`src/rtl/seg7_scan_driver_if.sv`:
```
`default_nettype none
// ============================================================================
// Module      : seg7_scan_driver_if
// Description : Bundle of display-driver signals. The master side owns the
//               result/control inputs (load, value, dp_in, blank, blink_en).
//               The slave side (the driver) owns the panel pins
//               (an, seg, dp, all active low).
// Revision    : 1.0 - initial release
// ============================================================================
//  Signals
//    load      capture value/dp_in/blank on this clock edge
//    value     four hex digits, digit 0 = value[3:0] (rightmost)
//    dp_in     decimal point request per digit, 1 = lit
//    blank     per-digit blank mask, 1 = digit dark
//    blink_en  whole-display blink enable
//    an        anode enables, active low, an[i] = digit i
//    seg       cathodes {g,f,e,d,c,b,a}, active low
//    dp        decimal point cathode, active low
// ============================================================================
interface seg7_scan_driver_if;
  logic        load;
  logic [15:0] value;
  logic [3:0]  dp_in;
  logic [3:0]  blank;
  logic        blink_en;
  logic [3:0]  an;
  logic [6:0]  seg;
  logic        dp;

  modport master (
    output load, value, dp_in, blank, blink_en,
    input  an, seg, dp
  );

  modport slave (
    input  load, value, dp_in, blank, blink_en,
    output an, seg, dp
  );
endinterface
`default_nettype wire

```
`src/rtl/seg7_scan_driver.sv`:
```
`default_nettype none
// ============================================================================
// Module      : seg7_scan_driver
// Description : Registered four-digit common-anode seven-segment driver.
//               It time-multiplexes a latched 16-bit value as hex digits and
//               supports per-digit blanking, decimal points and a
//               whole-display blink mode.
// Revision    : 1.0 - initial release
// ============================================================================
//  Parameters
//    REFRESH_DIV  clock cycles each digit stays lit (>= 1)
//    BLINK_DIV    clock cycles per blink half-period (>= 1)
//  Ports
//    clk     system clock, posedge
//    rst     synchronous active-high reset
//    bus_if  slave side of seg7_scan_driver_if (control in, panel pins out)
// ============================================================================
module seg7_scan_driver #(
  parameter int REFRESH_DIV = 100000,
  parameter int BLINK_DIV   = 25000000
) (
  input  wire logic           clk,
  input  wire logic           rst,
  seg7_scan_driver_if.slave   bus_if
);

  // A counter needs at least one bit even when the divider is 1.
  localparam int REF_W   = (REFRESH_DIV > 1) ? $clog2(REFRESH_DIV) : 1;
  localparam int BLINK_W = (BLINK_DIV   > 1) ? $clog2(BLINK_DIV)   : 1;

  localparam logic [REF_W-1:0]   REF_LAST   = REF_W'(REFRESH_DIV - 1);
  localparam logic [BLINK_W-1:0] BLINK_LAST = BLINK_W'(BLINK_DIV - 1);

  localparam logic [3:0] AN_OFF  = 4'b1111;
  localparam logic [6:0] SEG_OFF = 7'b1111111;

  // --------------------------------------------------------------------------
  // Hex to active-low {g,f,e,d,c,b,a}
  // --------------------------------------------------------------------------
  function automatic logic [6:0] hex_to_seg(input logic [3:0] nib);
    logic [6:0] s;
    case (nib)
      4'h0:    s = 7'b1000000;
      4'h1:    s = 7'b1111001;
      4'h2:    s = 7'b0100100;
      4'h3:    s = 7'b0110000;
      4'h4:    s = 7'b0011001;
      4'h5:    s = 7'b0010010;
      4'h6:    s = 7'b0000010;
      4'h7:    s = 7'b1111000;
      4'h8:    s = 7'b0000000;
      4'h9:    s = 7'b0010000;
      4'hA:    s = 7'b0001000;
      4'hB:    s = 7'b0000011;
      4'hC:    s = 7'b1000110;
      4'hD:    s = 7'b0100001;
      4'hE:    s = 7'b0000110;
      default: s = 7'b0001110;
    endcase
    return s;
  endfunction

  // --------------------------------------------------------------------------
  // State
  // --------------------------------------------------------------------------
  logic [REF_W-1:0]   ref_cnt_q,   ref_cnt_d;
  logic [1:0]         idx_q,       idx_d;
  logic [BLINK_W-1:0] blink_cnt_q, blink_cnt_d;
  logic               blink_phase_q, blink_phase_d;

  logic [15:0]        val_q,   val_d;
  logic [3:0]         dp_q,    dp_d;
  logic [3:0]         blank_q, blank_d;

  logic [3:0]         an_q,     an_d;
  logic [6:0]         seg_q,    seg_d;
  logic               dp_out_q, dp_out_d;

  // Combinational helpers
  logic               ref_wrap;
  logic               blink_wrap;
  logic               dark;
  logic [3:0]         digit;

  // --------------------------------------------------------------------------
  // Next-state logic
  // --------------------------------------------------------------------------
  always_comb begin
    // Scan timing: digit index steps once per refresh period.
    ref_wrap  = (ref_cnt_q == REF_LAST);
    ref_cnt_d = ref_wrap ? '0 : ref_cnt_q + REF_W'(1);
    idx_d     = ref_wrap ? idx_q + 2'd1 : idx_q;

    // Blink timing only runs while enabled. Dropping blink_en clears it, so
    // the next enable always starts with a full lit half-period.
    blink_wrap    = (blink_cnt_q == BLINK_LAST);
    blink_cnt_d   = '0;
    blink_phase_d = 1'b0;
    if (bus_if.blink_en) begin
      blink_cnt_d   = blink_wrap ? '0 : blink_cnt_q + BLINK_W'(1);
      blink_phase_d = blink_wrap ? ~blink_phase_q : blink_phase_q;
    end

    // Shadow registers hold the displayed data between loads.
    val_d   = bus_if.load ? bus_if.value : val_q;
    dp_d    = bus_if.load ? bus_if.dp_in : dp_q;
    blank_d = bus_if.load ? bus_if.blank : blank_q;

    // The output stage is computed from the current state only. Any change
    // therefore reaches the pins one edge later, and all pins switch together.
    dark  = (bus_if.blink_en & blink_phase_q) | blank_q[idx_q];
    digit = val_q[{idx_q, 2'b00} +: 4];

    an_d     = AN_OFF;
    seg_d    = SEG_OFF;
    dp_out_d = 1'b1;
    if (!dark) begin
      an_d     = ~(4'b0001 << idx_q);
      seg_d    = hex_to_seg(digit);
      dp_out_d = ~dp_q[idx_q];
    end
  end

  // --------------------------------------------------------------------------
  // State registers
  // --------------------------------------------------------------------------
  always_ff @(posedge clk) begin
    if (rst) begin
      ref_cnt_q     <= '0;
      idx_q         <= 2'd0;
      blink_cnt_q   <= '0;
      blink_phase_q <= 1'b0;
      val_q         <= 16'h0000;
      dp_q          <= 4'h0;
      blank_q       <= 4'h0;
      an_q          <= AN_OFF;
      seg_q         <= SEG_OFF;
      dp_out_q      <= 1'b1;
    end else begin
      ref_cnt_q     <= ref_cnt_d;
      idx_q         <= idx_d;
      blink_cnt_q   <= blink_cnt_d;
      blink_phase_q <= blink_phase_d;
      val_q         <= val_d;
      dp_q          <= dp_d;
      blank_q       <= blank_d;
      an_q          <= an_d;
      seg_q         <= seg_d;
      dp_out_q      <= dp_out_d;
    end
  end

  assign bus_if.an  = an_q;
  assign bus_if.seg = seg_q;
  assign bus_if.dp  = dp_out_q;

endmodule
`default_nettype wire

```
`src/flat_wrapper.sv`:
```
// flat-port wrapper written by rule: the top's interface ports become plain ports
module seg7_scan_driver_flat 
#(
  parameter int REFRESH_DIV = 100000,
  parameter int BLINK_DIV   = 25000000
)
  (clk, rst, bus_if_load, bus_if_value, bus_if_dp_in, bus_if_blank, bus_if_blink_en, bus_if_an, bus_if_seg, bus_if_dp);
  seg7_scan_driver_if bus_if_i ();
  input  wire logic clk;
  input  wire logic rst;
  input wire logic [$bits(bus_if_i.load)-1:0] bus_if_load;
  input wire logic [$bits(bus_if_i.value)-1:0] bus_if_value;
  input wire logic [$bits(bus_if_i.dp_in)-1:0] bus_if_dp_in;
  input wire logic [$bits(bus_if_i.blank)-1:0] bus_if_blank;
  input wire logic [$bits(bus_if_i.blink_en)-1:0] bus_if_blink_en;
  output wire logic [$bits(bus_if_i.an)-1:0] bus_if_an;
  output wire logic [$bits(bus_if_i.seg)-1:0] bus_if_seg;
  output wire logic [$bits(bus_if_i.dp)-1:0] bus_if_dp;
  assign bus_if_i.load = bus_if_load;
  assign bus_if_i.value = bus_if_value;
  assign bus_if_i.dp_in = bus_if_dp_in;
  assign bus_if_i.blank = bus_if_blank;
  assign bus_if_i.blink_en = bus_if_blink_en;
  assign bus_if_an = bus_if_i.an;
  assign bus_if_seg = bus_if_i.seg;
  assign bus_if_dp = bus_if_i.dp;
  seg7_scan_driver #(.REFRESH_DIV(REFRESH_DIV), .BLINK_DIV(BLINK_DIV)) u_core (.clk(clk), .rst(rst), .bus_if(bus_if_i));
endmodule
```
`config.mk`:
```
export PLATFORM = sky130hd
export DESIGN_NAME = seg7_scan_driver_flat
export DESIGN_NICKNAME = d
export VERILOG_FILES = /design/src/rtl/seg7_scan_driver_if.sv /design/src/rtl/seg7_scan_driver.sv /design/src/flat_wrapper.sv
export SDC_FILE = /design/constraint.sdc
export NUM_CORES = 1
export LEC_CHECK = 0
export CORE_ASPECT_RATIO = 1.4
export CORE_MARGIN = 2
export CORE_UTILIZATION = 40
export CTS_BUF_LIST = sky130_fd_sc_hd__clkbuf_4
export DETAILED_ROUTE_END_ITERATION = 10
export GPL_TIMING_DRIVEN = 0
export SETUP_SLACK_MARGIN = 0.3
export SYNTH_ARGS = -nofsm -noshare
export SYNTH_HDL_FRONTEND = slang
export SYNTH_SLANG_ARGS = --single-unit
```
`constraint.sdc`:
```
create_clock -name clk -period 2.7 [get_ports clk]
set_input_delay 0.27 -clock clk [delete_from_list [all_inputs] [get_ports clk]]
set_output_delay 0.27 -clock clk [all_outputs]
set_load 0.005 [all_outputs]
```
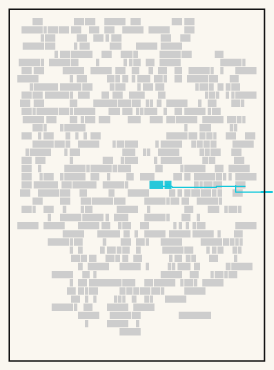
port_trees.png
Scale: 3 px per um.
Key: bus_if_blink_en = cyan [bits 1, direction input, edge right, end cells 2, buffers 1, wire 41.7 um]
count of port buffers added during placement: 38
IO Count: 40

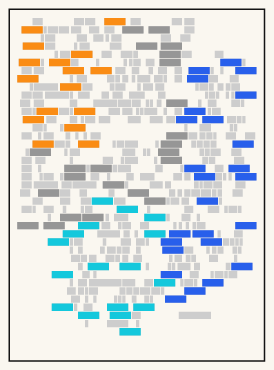
ff_map.png
Scale: 3 px per um.
Key: u_core.blink_cnt_q = blue [flops 25]; u_core.val_q = orange [flops 16, where upper left]; u_core.ref_cnt_q = cyan [flops 17]
sequential standard cell area: 1620 um2
sequential group power: 1.25 mW

==> ds_physical_params.txt <==
Table: implementation figures

Parameter                              Value

Yosys
  Cell count after synthesis .................. 372
  Average instance area after synthesis .................. 9.77 um2
  Share of flip-flops with an asynchronous set or reset after synthesis .................. 0%
  Tally of yosys warning messages .................. 0
  Number of synthesized register bits .................. 81
  Area of the synthesized netlist per yosys stat .................. 3630 um2

CTS
  H-tree levels .................. 3
  Quantity of hold-fixing buffers added after cts .................. 0

Power and ir drop
  Leakage .................. 1.67 nW
  Power per cell area .................. 522 nW/um2
  Heaviest power group .................. registers
  Switching pwr .................. 498 uW
  Largest vdd supply drop .................. 0.340 mV
  Power consumed by combinational cells .................. 208 uW

Place
  Place WS .................. 361 ps
  DP HPWL .................. 5240 um

Setup path
  Reg-to-reg slack, setup .................. 520 ps
  Critical path data arrival time .................. 2480 ps
  Largest stage delay, worst path .................. 610 ps
  Required time of the worst setup path .................. 3000 ps
  Reg-to-Reg End .................. u_core.bus_if.seg[1]

Finish
  Finished Cell Area .................. 4310 um2
  Number of inserted diodes .................. 0
  Number of inserted filler cells in the final layout .................. 882
  Most used cells in the layout excluding fill and tap cells .................. sky130_fd_sc_hd__dfxtp_1 (81), sky130_fd_sc_hd__nor2_1 (78), sky130_fd_sc_hd__clkdlybuf4s50_1 (38), sky130_fd_sc_hd__mux2i_1 (30)

STA
  Final max-slew violation count .................. 0
  Highest attainable clock frequency .................. 458 MHz
  Time the final worst path needs with I/O delays and setup .................. 2180 ps
  Setup TNS .................. 0 ps
  Worst hold slack .................. 282 ps

Route
  First-pass iteration count of the detailed router .................. 4
  DRC violations left .................. 0

Flow run
  Max Cap Viol .................. 0

Die
  Core Rows .................. 41
  Overall chip area .................. 9870 um2
  Effective utilization at floorplan .................. 40.7%
  Horizontal die dimension .................. 84.6 um
  Core Footprint .................. 8930 um2

Outcome
  Status .................. finished, final reports clean

GRT
  Antenna violations before repair .................. 0

Worst hold path
  Hold worst-path end .................. u_core.val_q[1]
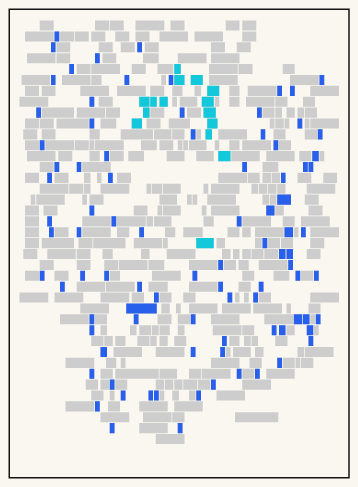
gates.png
Scale: 4 px per um.
Key: aoi and oai cells = cyan [cells 15, where top centre]; nor cells = blue [cells 90, where widely spread]
final instance count without filler cells: 533
leading cell type in the layout, fill and taps excluded: sky130_fd_sc_hd__dfxtp_1
multi-input logic portion of the cell area: 43.0%

-- cell type report --
cell class              count  area share, %
multi-input cells         265           43.0
flip-flops and latches     81           37.6
repair buffers             38           8.82
well taps                 107           3.11
plain buffers              15           2.82
clock buffers              12           2.09
clock inverters             4           1.57
inverters                  11          0.958
-- per-stage QoR --
stage	total power [mW]	instances
6_report	2.25	533
5_1_grt	2.35	533
4_1_cts	2.28	533
3_5_place_dp	1.49	517
3_3_place_gp	1.49	517
2_1_floorplan	1.40	372
-- per-layer routing --
layer  vias up  part of all wire, %  global-route usage (%)
li1       1363                    -                       -
met1      1287                   44                    16.5
met2        48                   50                    25.7
met3        11                  4.2                    3.02
met4         0                  2.3                    8.36
met5         -                    0                       0
-- worst max-delay path: cells and delay by family (launching register included) --
kind | cells | cell delay [ps]
AND-OR/OR-AND | 2 | 230
multiplexers | 1 | 610
adder cells (fa/ha/maj) | 1 | 270
flip-flops | 1 | 430
AND/OR/NAND/NOR | 1 | 110
buffers and inverters | 2 | 410
-- registers in the layout (all words and copies together), names as in the netlist --
name	count
u_core.dp_q	4
u_core.val_q	16
u_core.blink_phase_q	1
u_core.blink_cnt_q	25
u_core.blank_q	4
u_core.bus_if.seg	7
u_core.idx_q	2
u_core.bus_if.dp	1
u_core.ref_cnt_q	17
u_core.bus_if.an	4
-- kinds of logic (layout without fill, tap and decap cells) --
logic type	Yosys count	count (layout)	synth area share, %
mux	40	40	12.9
simple gates	157	157	20.9
flops	81	81	44.6
compound gates	16	16	3.34
fa+ha+maj	12	12	4.13
xor+xnor	40	40	9.64
buf+inv	26	80	4.41
Power figures rest on the tool's default switching activity, not on a simulated workload.
